**Register map, names as in the netlist**

(6 px per µm) Other sequential cells in the stronger gray, the rest of the logic in the fainter gray.
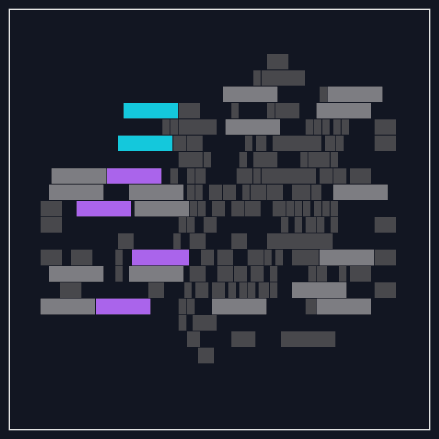
**Cells by drive strength**

(4 px per µm)
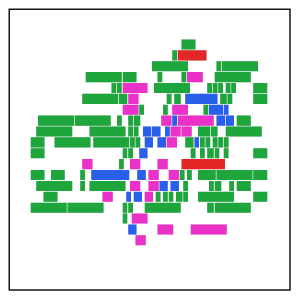
File: src/rtl/gray_pkg.sv
// Shared types and helpers for the Gray-code position decoder.
package gray_pkg;

   // Default Gray/binary word width.
   localparam int unsigned GRAY_WIDTH = 4;

   // Widest word the conversion helper handles; callers zero-extend into it.
   localparam int unsigned GRAY_MAX_WIDTH = 32;

   // Decoder tracking state: waiting for a first value, or following steps.
   typedef enum logic [0:0] {
      INIT  = 1'b0,
      TRACK = 1'b1
   } pos_state_e;

   // Gray to binary over the low 'width' bits: b[msb] = g[msb], b[i] = b[i+1] ^ g[i].
   function automatic logic [GRAY_MAX_WIDTH-1:0] gray2bin(
      input logic [GRAY_MAX_WIDTH-1:0] g,
      input int                        width
   );
      logic [GRAY_MAX_WIDTH-1:0] b;
      logic                      acc;
      b   = '0;
      acc = 1'b0;
      for (int i = GRAY_MAX_WIDTH - 1; i >= 0; i--) begin
         if (i < width) begin
            acc  = acc ^ g[i];
            b[i] = acc;
         end
      end
      return b;
   endfunction

endpackage

File: src/rtl/sync_ff_chain.sv
// Multi-stage flop synchroniser for an asynchronous bus, reset to zero.
module sync_ff_chain #(
   parameter int unsigned WIDTH  = 4,
   parameter int unsigned STAGES = 2
) (
   input  logic             clk,
   input  logic             rst,
   input  logic [WIDTH-1:0] d_i,
   output logic [WIDTH-1:0] q_o
);

   logic [STAGES-1:0][WIDTH-1:0] stage_q;

   // Shift the input one stage deeper every clock.
   always_ff @(posedge clk or posedge rst) begin
      if (rst) begin
         stage_q <= '0;
      end else begin
         // NOTE: non-blocking so each stage takes its predecessor's pre-edge value.
         stage_q <= {stage_q[STAGES-2:0], d_i};
      end
   end

   assign q_o = stage_q[STAGES-1];

endmodule

File: src/rtl/gray_pos_decoder.sv
// Gray-coded position input: synchronise, deglitch, convert to binary and
// report accepted positions with step direction and non-adjacent-jump flag.
module gray_pos_decoder
   import gray_pkg::*;
#(
   parameter int unsigned WIDTH         = GRAY_WIDTH,
   parameter int unsigned SYNC_STAGES   = 2,
   parameter int unsigned STABLE_CYCLES = 3
) (
   input  logic             clk,
   input  logic             rst,
   input  logic [WIDTH-1:0] gray_in,
   output logic [WIDTH-1:0] bin_out,
   output logic             valid,
   output logic             dir_up,
   output logic             step_err,
   output logic             locked
);

   localparam int unsigned CNT_W = $clog2(STABLE_CYCLES + 1);
   localparam logic [CNT_W-1:0] CNT_FULL = CNT_W'(STABLE_CYCLES);

   logic [WIDTH-1:0] sync_code;
   logic [WIDTH-1:0] cand_q, cand_d;
   logic [CNT_W-1:0] cnt_q, cnt_d;
   logic [WIDTH-1:0] cand_bin;
   logic [WIDTH-1:0] diff;
   logic             stable;

   pos_state_e       state_q, state_d;
   logic [WIDTH-1:0] bin_q, bin_d;
   logic             valid_q, valid_d;
   logic             dir_q, dir_d;
   logic             err_q, err_d;

   sync_ff_chain #(
      .WIDTH  (WIDTH),
      .STAGES (SYNC_STAGES)
   ) u_sync (
      .clk (clk),
      .rst (rst),
      .d_i (gray_in),
      .q_o (sync_code)
   );

   // Stability filter: the counter holds how many consecutive synchronised
   // cycles the candidate has been seen, counting the cycle it was loaded.
   // A change reloads the candidate; the candidate becomes stable on the
   // cycle the count reaches STABLE_CYCLES, and only once per run.
   always_comb begin
      // NOTE: every combinational output gets a default first so no latch is inferred.
      cand_d = cand_q;
      cnt_d  = cnt_q;
      if (sync_code != cand_q) begin
         cand_d = sync_code;
         cnt_d  = CNT_W'(1);
      end else if (cnt_q != CNT_FULL) begin
         cnt_d = cnt_q + 1'b1;
      end
   end

   assign stable   = (cnt_d == CNT_FULL) && (cnt_q != CNT_FULL);
   assign cand_bin = WIDTH'(gray2bin(GRAY_MAX_WIDTH'(cand_d), int'(WIDTH)));
   assign diff     = cand_bin - bin_q;

   // Tracking FSM: first stable value locks, later ones are classified as
   // up, down or a non-adjacent jump (accepted anyway).
   always_comb begin
      state_d = state_q;
      bin_d   = bin_q;
      valid_d = 1'b0;
      err_d   = 1'b0;
      dir_d   = dir_q;
      case (state_q)
         INIT: begin
            if (stable) begin
               bin_d   = cand_bin;
               valid_d = 1'b1;
               state_d = TRACK;
            end
         end
         TRACK: begin
            if (stable && (cand_bin != bin_q)) begin
               bin_d   = cand_bin;
               valid_d = 1'b1;
               if (diff == WIDTH'(1)) begin
                  dir_d = 1'b1;
               end else if (diff == '1) begin
                  dir_d = 1'b0;
               end else begin
                  err_d = 1'b1;
               end
            end
         end
         default: state_d = INIT;
      endcase
   end

   // Filter, FSM and output registers.
   always_ff @(posedge clk or posedge rst) begin
      if (rst) begin
         cand_q  <= '0;
         cnt_q   <= '0;
         state_q <= INIT;
         bin_q   <= '0;
         valid_q <= 1'b0;
         dir_q   <= 1'b0;
         err_q   <= 1'b0;
      end else begin
         cand_q  <= cand_d;
         cnt_q   <= cnt_d;
         state_q <= state_d;
         bin_q   <= bin_d;
         valid_q <= valid_d;
         dir_q   <= dir_d;
         err_q   <= err_d;
      end
   end

   assign bin_out  = bin_q;
   assign valid    = valid_q;
   assign dir_up   = dir_q;
   assign step_err = err_q;
   assign locked   = (state_q == TRACK);

endmodule
File: config.mk
export PLATFORM = sky130hd
export DESIGN_NAME = gray_pos_decoder
export DESIGN_NICKNAME = d
export VERILOG_FILES = /design/src/rtl/gray_pkg.sv /design/src/rtl/sync_ff_chain.sv /design/src/rtl/gray_pos_decoder.sv
export SDC_FILE = /design/constraint.sdc
export NUM_CORES = 1
export LEC_CHECK = 0
export ABC_AREA = 1
export CAP_MARGIN = 20
export CORE_MARGIN = 5
export CORE_UTILIZATION = 30
export DETAILED_ROUTE_END_ITERATION = 10
export PLACE_DENSITY = 0.6
export SETUP_SLACK_MARGIN = 0.2
export SLEW_MARGIN = 25
export SYNTH_ARGS = -nofsm -noshare
export SYNTH_HDL_FRONTEND = slang
export SYNTH_HIERARCHICAL = 1
export SYNTH_SLANG_ARGS = --single-unit
File: constraint.sdc
create_clock -name clk -period 2.2 [get_ports clk]
set_input_delay 0.33 -clock clk [delete_from_list [all_inputs] [get_ports clk]]
set_output_delay 0.33 -clock clk [all_outputs]
set_load 0.05 [all_outputs]
==> summary.txt <==
Observations from the implementation run.

Setup path:
- STA lists the endpoint of the worst register-to-register path as dir_up.
- The run gives the critical path class as reg -> reg.
- The run puts the critical path depth at 17.
- The timing report notes that buffer and inverter cells on the critical path total 3.
- According to the timing report, the critical path is launched from u_sync/q_o[3].
- STA classifies the critical path endpoint as a flip-flop.
- The worst setup path is launched from a flip-flop.
- The slowest stage of the critical path belongs to the cell sky130_fd_sc_hd__dfrtp_2.
- In this run the critical path is formed by nand2_2, nand2_2, nand2_2, nand2_2, inv_2, nand2_2, nand2_2, inv_2, ha_4, fa_2, xor2_1, inv_1, nand2_1, nor2_2, nand2_1, nand2_1, nand2_1.
- The run puts the critical path arrival at 2.37 ns.
- The run gives the largest stage delay on the critical path as 0.46 ns.
- The run gives the launching point of the worst reg2reg path as u_sync/q_o[3].

Power:
- Per report_power, the Combinational row totals 154 µW.
- The run puts the sequential logic power at 433 µW.
- The run puts the net switching share of the total power at 0.251.
- Power attributed to the clock group is 311 µW.
- The run puts the power consumption at 898 µW.
- The run puts the part of the total power dissipated in the clock network at 0.346.
- The run puts the reported net switching power at 226 µW.
- The run gives the portion of total power attributed to sequential cells as 0.482.
- The run puts the power per cell area at 635 nW/µm².
- For this design the static power due to leakage is 0.000678 µW.
- Of all power groups, the one with the highest power is registers.
- The run puts the maximum VDD drop at 0.345 mV.

CTS:
- Counting along the longest clock path gives a buffer depth of 2.
- The number of gates resized after CTS was 2.
- The run gives the insertion delay at the late pin of the worst-skew pair as 0.32 ns.
- TritonCTS built the clock tree.
- The run gives the cell at the root of the clock tree as sky130_fd_sc_hd__clkbuf_4.
- The run gives the clock-pin slew on the worst setup and hold paths as 0.13 ns.

Layout:
- The run gives the most area-hungry cell class in the final design as registers.
- Per the final report, the share of cell area in clock cells is 0.0371.
- The run puts the post-route cell area at 1420 µm².
- The final antenna diode tally reported by the flow is 0.
- The layout summary lists the proportion of cells stronger than drive strength 1 as 0.321.
- The run gives the most frequent logic cell in the layout as sky130_fd_sc_hd__nand2_1.
- The number of multi-input combinational cells in the layout is 68.
- The run puts the buffering overhead at 0.150.
- The run gives the multi-input logic area as 455 µm².
- The run gives the tally of non-filler cells in the final layout as 186.
- There are 22 flip-flops and latches.
- The top cell types in the final layout, fill and taps aside, are sky130_fd_sc_hd__nand2_1, sky130_fd_sc_hd__dfrtp_1, sky130_fd_sc_hd__inv_1.
- The final layout report lists a filler cell count of 329.
- After layout, the buffer instance count without clock buffers stands at 24.

Place:
- The run puts the port buffer count at 13.
- The final weighted congestion recorded by global placement is 0.783.
- The placement stage leaves a total instance area of 1270 µm².

Die:
- The run puts the top-level port count at 14.
- The run gives the tap cell count as 46.
- The run gives the effective utilization at floorplan as 0.317.
- Per the OpenROAD floorplan log, the height of the die is 69.8 µm.
- The run puts the placeable core area at 3390 µm².
- The run puts the number of cell rows at 21.

Global route:
- Total global-route track usage over all layers is 0.0839.
- The run puts the number of global-route vias before repair at 823.
- The run puts the overflow left after global routing at 0.
- The first global-routing pass estimated 3280 µm of wire.
- The run gives the met3 track demand over resource in global routing as 0.0391.
- The run puts the pin count of the biggest net entering global routing at 15.
- In this run the most used layer during global routing was met2.
- The run gives the met2 usage in global routing as 0.156.

Yosys:
- The run puts the yosys stat cell total at 120.
- The run puts the post-synth tally of flip-flops with integrated enable at 0.
- Counting flops with an async set or reset pin after synthesis yields a share of 1.00.
- Sorting the synthesis cell report by count puts at the top sky130_fd_sc_hd__nand2_1.
- The run puts the mean post-synth cell area at 8.95 µm².
- The run gives the gate count of the mapped netlist as 120.
- The run gives the basic-gate share of the synthesized area counting and, or, nand and nor cells as 0.269.
- Sorting the synthesized cells by how often they occur yields sky130_fd_sc_hd__nand2_1, sky130_fd_sc_hd__dfrtp_1, sky130_fd_sc_hd__inv_1, sky130_fd_sc_hd__buf_4, sky130_fd_sc_hd__nor2_1.
- Among the non-sequential cells, simple AND/OR/NAND/NOR gates take the most area.
- Of the total synthesized cell area, the portion taken by XOR and XNOR cells is 0.00816.
- The run gives the post-synthesis cell type count as 24.
- Of the synthesized area, sequential elements account for 0.513.
- Counting the warning lines in the Yosys log gives 6.
- Ranked by total cell area, the synthesized netlist is headed by sky130_fd_sc_hd__dfrtp_1, sky130_fd_sc_hd__nand2_1, sky130_fd_sc_hd__inv_1.
- The run gives the mux contribution to synthesized area as 0.
- The mapped netlist covers 1070 µm².
- The area fraction of the largest cell type after synthesis is 0.513.
- For this run, the leading register cell type out of synthesis is sky130_fd_sc_hd__dfrtp_1.
- The run gives the aoi/oai-family share of the synthesized area as 0.0326.
- The run gives the count of state elements after synthesis as 22.

Route:
- Per the detail_route log, the uppermost layer with routed signals is met4.
- Before antenna repair, the detailed router went through 3 iterations.
- The run puts the met3 routed wirelength at 126 µm.
- The run gives the ratio of routed vias to standard cells as 4.25.
- The run gives the number of routed nets with antenna violations as 0.
- The run gives the met2 layer wire length in the routed design as 965 µm.
- The run puts the wire length the detailed router placed on met1 at 763 µm.
- The DRC violation total left in the routed layout is recorded as 0.
- In the final routed layout, each cell accounts on average for 10.0 µm.

Flow run:
- The run gives the number of violations of the max-capacitance limit as 0.
- The run puts the number of warnings the tools reported at 29.

Status:
- The flow ran to the end, and the final reports show no timing, DRC or antenna violations.

STA:
- The run gives the largest clock skew in the final design as 0.00935 ns.
- The run puts the highest clock frequency the design can meet at 466 MHz.
- The run gives the number of failing setup endpoints in the final timing report as 0.
- The run gives the number of hold violations in the final report as 0.
- Summed over all failing endpoints, the final setup total negative slack is 0 ns.
- After layout, the worst setup slack is 0.0540 ns.
- The run gives the worst slew margin relative to its limit as 0.635.
- Hold is met by 0.272 ns.
- The run puts the actual transition at the worst max-transition pin at 0.547 ns.
- The run gives the post-layout minimum cycle time as 2.15 ns.
- The run gives the number of pins exceeding their max-slew limit in the final report as 0.

Worst hold path:
- The most critical min-delay path falls under in -> async.
About 'register map, names as in the netlist':
cyan -> cnt_q  # flops 2
purple -> u_sync/q_o  # flops 4, where left middle
not colored = 16
sequential cell area share: 0.390
Register Area: 552 µm²

About 'cells by drive strength':
red -> x6 and larger  # cells 2, share 1.4%
magenta -> x3 and x4  # cells 23, share 16%, most used buf_4
blue -> x2  # cells 20, share 14%, most used nand2_2
green -> x1 and smaller  # cells 95, share 68%, most used nand2_1

Power and IR drop assume default switching activity.
